Figure 1. M1 wires.
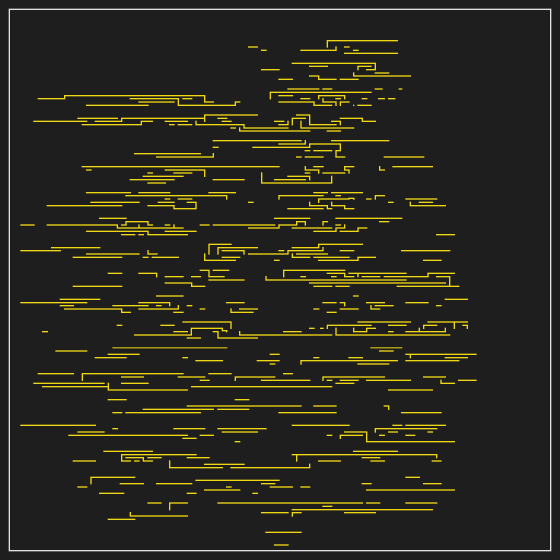
Figure 2. The clock network.
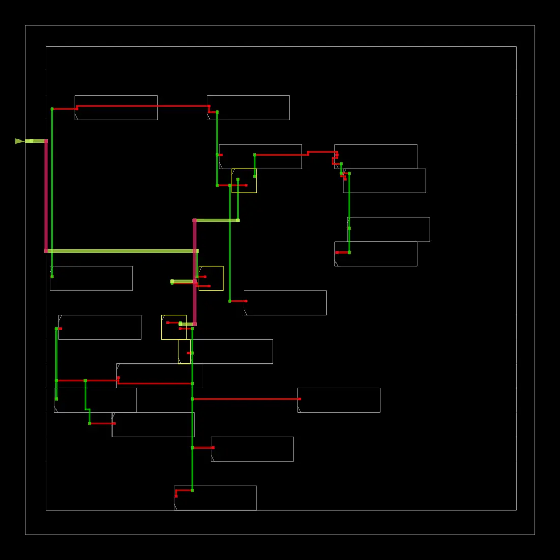
Figure 3. The metal 3 layer.
The bar under the picture is 20 µm long.
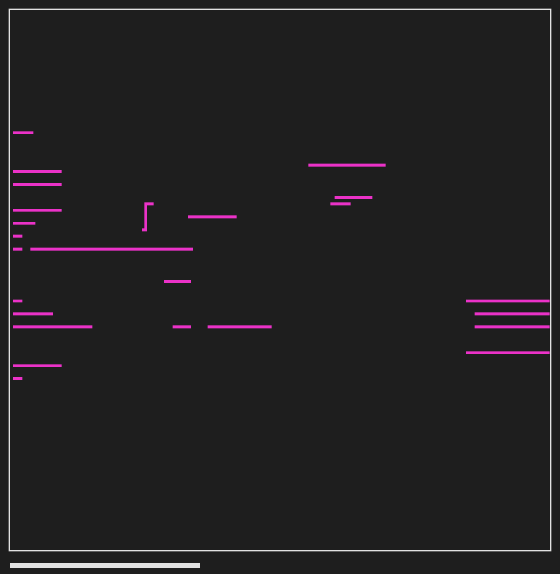
Figure 4. Wiring heat map.
The bar under the picture is 20 µm long. The die is cut into 11 by 11 equal tiles; dark blue is low, red is high, scaled to the fullest tile. Values are wire area over tile area, all layers added.
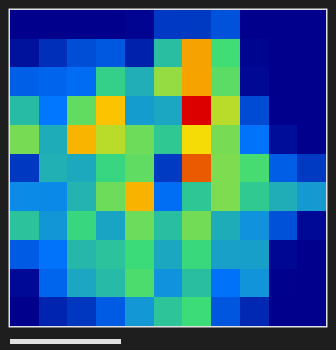
## src/rtl/fpu_issue_ctrl_pkg.sv

```systemverilog
// Shared definitions for the FPU issue controller: operation selects,
// per-operation latencies and the issue state encoding.
package fpu_issue_ctrl_pkg;

   localparam int unsigned SEL_W = 5;
   localparam int unsigned REG_W = 5;
   localparam int unsigned LAT_W = 5;
   localparam int unsigned CNT_W = 4;

   typedef enum logic [SEL_W-1:0] {
      FPU_FADD    = 5'b00000,
      FPU_FSUB    = 5'b00001,
      FPU_FMUL    = 5'b00010,
      FPU_FDIV    = 5'b00011,
      FPU_FSQRT   = 5'b00100,
      FPU_FSGNJ   = 5'b00101,
      FPU_FMINMAX = 5'b00110,
      FPU_FCMP    = 5'b00111,
      FPU_FCVT    = 5'b01000,
      FPU_FMV     = 5'b01001
   } fpu_op_e;

   localparam logic [LAT_W-1:0] LAT_FADD   = 5'd3;
   localparam logic [LAT_W-1:0] LAT_FMUL   = 5'd4;
   localparam logic [LAT_W-1:0] LAT_FDIV   = 5'd12;
   localparam logic [LAT_W-1:0] LAT_FSQRT  = 5'd16;
   localparam logic [LAT_W-1:0] LAT_FCVT   = 5'd2;
   localparam logic [LAT_W-1:0] LAT_SIMPLE = 5'd1;
   localparam logic [LAT_W-1:0] LAT_UNDEF  = 5'd1;

   typedef enum logic [1:0] {
      ST_IDLE = 2'b00,
      ST_EXEC = 2'b01,
      ST_DONE = 2'b10
   } state_e;

endpackage

```

## src/rtl/fpu_issue_ctrl_lat_lut.sv

```systemverilog
// Combinational lookup of execution latency and legality for an FPU select.
module fpu_lat_lut
   import fpu_issue_ctrl_pkg::*;
(
   input  logic [SEL_W-1:0] sel,
   output logic [LAT_W-1:0] lat,
   output logic             illegal
);

   always_comb begin
      lat     = LAT_UNDEF;
      illegal = 1'b1;
      case (sel)
         FPU_FADD, FPU_FSUB: begin
            lat     = LAT_FADD;
            illegal = 1'b0;
         end
         FPU_FMUL: begin
            lat     = LAT_FMUL;
            illegal = 1'b0;
         end
         FPU_FDIV: begin
            lat     = LAT_FDIV;
            illegal = 1'b0;
         end
         FPU_FSQRT: begin
            lat     = LAT_FSQRT;
            illegal = 1'b0;
         end
         FPU_FCVT: begin
            lat     = LAT_FCVT;
            illegal = 1'b0;
         end
         FPU_FSGNJ, FPU_FMINMAX, FPU_FCMP, FPU_FMV: begin
            lat     = LAT_SIMPLE;
            illegal = 1'b0;
         end
         default: ;
      endcase
   end

endmodule

```

## src/rtl/fpu_issue_ctrl.sv

```systemverilog
// FPU issue controller: single outstanding operation, RAW stall against the
// in-flight destination, fixed-latency writeback strobe and flush handling.
module fpu_issue_ctrl
   import fpu_issue_ctrl_pkg::*;
(
   input  logic             clk,
   input  logic             rst_n,
   input  logic             valid_i,
   input  logic [SEL_W-1:0] sel_i,
   input  logic [REG_W-1:0] rd_i,
   input  logic [REG_W-1:0] rs1_i,
   input  logic [REG_W-1:0] rs2_i,
   input  logic             flush_i,
   output logic             ready_o,
   output logic             stall_o,
   output logic             start_o,
   output logic [SEL_W-1:0] sel_o,
   output logic             wb_o,
   output logic [REG_W-1:0] rd_o,
   output logic             illegal_o
);

   state_e           state_q, state_d;
   logic [CNT_W-1:0] cnt_q, cnt_d;
   logic [SEL_W-1:0] sel_q;
   logic [REG_W-1:0] rd_q;
   logic             illegal_q;
   logic [LAT_W-1:0] lat;
   logic             lat_illegal;
   logic             raw;
   logic             accept;

   fpu_lat_lut u_lat_lut (
      .sel     (sel_i),
      .lat     (lat),
      .illegal (lat_illegal)
   );

   always_comb begin
      raw = valid_i && (state_q != ST_IDLE) && ((rs1_i == rd_q) || (rs2_i == rd_q));
      ready_o = (state_q != ST_EXEC) && !raw;
      stall_o = valid_i && !ready_o;
      // rst_n term keeps start/illegal quiet while reset is held
      accept    = valid_i && ready_o && !flush_i && rst_n;
      start_o   = accept;
      illegal_o = accept && lat_illegal;
      wb_o      = (state_q == ST_DONE) && !illegal_q;
      sel_o     = sel_q;
      rd_o      = rd_q;
   end

   always_comb begin
      state_d = state_q;
      cnt_d   = cnt_q;
      if (accept) begin
         state_d = (lat > LAT_W'(1)) ? ST_EXEC : ST_DONE;
         cnt_d   = CNT_W'(lat - LAT_W'(1));
      end else begin
         case (state_q)
            ST_IDLE: state_d = ST_IDLE;
            ST_EXEC: begin
               if (flush_i) begin
                  state_d = ST_IDLE;
                  cnt_d   = '0;
               end else begin
                  cnt_d = cnt_q - CNT_W'(1);
                  if (cnt_q == CNT_W'(1)) state_d = ST_DONE;
               end
            end
            ST_DONE: state_d = ST_IDLE;
            default: state_d = ST_IDLE;
         endcase
      end
   end

   always_ff @(posedge clk or negedge rst_n) begin
      if (!rst_n) begin
         state_q   <= ST_IDLE;
         cnt_q     <= '0;
         sel_q     <= '0;
         rd_q      <= '0;
         illegal_q <= 1'b0;
      end else begin
         state_q <= state_d;
         cnt_q   <= cnt_d;
         if (accept) begin
            sel_q     <= sel_i;
            rd_q      <= rd_i;
            illegal_q <= lat_illegal;
         end
      end
   end

endmodule
```

## config.mk

```make
export PLATFORM = sky130hd
export DESIGN_NAME = fpu_issue_ctrl
export DESIGN_NICKNAME = d
export VERILOG_FILES = /design/src/rtl/fpu_issue_ctrl_pkg.sv /design/src/rtl/fpu_issue_ctrl_lat_lut.sv /design/src/rtl/fpu_issue_ctrl.sv
export SDC_FILE = /design/constraint.sdc
export NUM_CORES = 1
export LEC_CHECK = 0
export CORE_MARGIN = 2
export CORE_UTILIZATION = 40
export DETAILED_ROUTE_END_ITERATION = 8
export GPL_TIMING_DRIVEN = 0
export PLACE_DENSITY = 0.81
export SYNTH_ARGS = -nofsm -noshare
export SYNTH_HDL_FRONTEND = slang
export SYNTH_SLANG_ARGS = --single-unit
```

## constraint.sdc

```tcl
create_clock -name clk -period 1.48 [get_ports clk]
set_input_delay 0.296 -clock clk [delete_from_list [all_inputs] [get_ports clk]]
set_output_delay 0.296 -clock clk [all_outputs]
set_load 0.01 [all_outputs]
```

==> flow_summary.yaml <==
# flow metrics
timing:
  setup_ws_ps: -579
  finalSetupViolCount: 21
critical_path:
  crit_arrival_ps: 1760
  critPathMaxFanout: 3
  crit_start: "rd_o[4]"
  required_ps: 1180
  crit_chain: "xnor2_1 -> nand4_1 -> o22a_2 -> nand3_4 -> buf_12 -> buf_6 -> nor2_4 -> buf_6"
  crit_path_max_incr_delay_ps: 460
  reg2reg_slack_ps: -370
placement:
  numPortBuffers: 36
status:
  run_status: "complete, but fails checks"
  violations: "setup timing"
layout:
  nets: 193
  final_area_um2: 1740
  antenna_cells: 0
  layout-drive-gt1-share_pct: 35.4
  clk_share_pct: 1.51
  inverters: 4
  area_growth_pct: 56.6
clocking:
  h-tree-depth: 1
  cts_setup_buffers: 13
floorplan:
  row_count: 19
  fp.dieW_um: 56.8
  die_area_um2: 3220
yosys:
  avgSynthCellArea_um2: 10.6
  simple_gate_share_pct: 16.5
  yosysCellCount: 105
global_route:
  grt_pass1_vias: 1052
pwr:
  comb_power_uw: 705
route:
  met3WireLength_um: 119
## Picture notes: Figure 1
wire length on this layer = 1270 µm
longest straight run = 20.7 µm
nets with wire on the layer = 178
share of all routed wire = 41%

## Picture notes: Figure 2
Clock Buffer Count: 4
Seq cells: 17
CTS Sinks: 17
clock-net power: 252 µW

## Picture notes: Figure 3
wire length on this layer = 119 µm
longest straight run = 16.8 µm
share of all routed wire = 3.8%

## Picture notes: Figure 4
mean over tiles = 0.15
densest ninth of the die = middle
tiles over half the peak = 21%
nearly empty tiles = 22%
Avg WL per Cell: 16.0 µm
Vias: 1038

Power figures rest on the tool's default switching activity, not on a simulated workload.
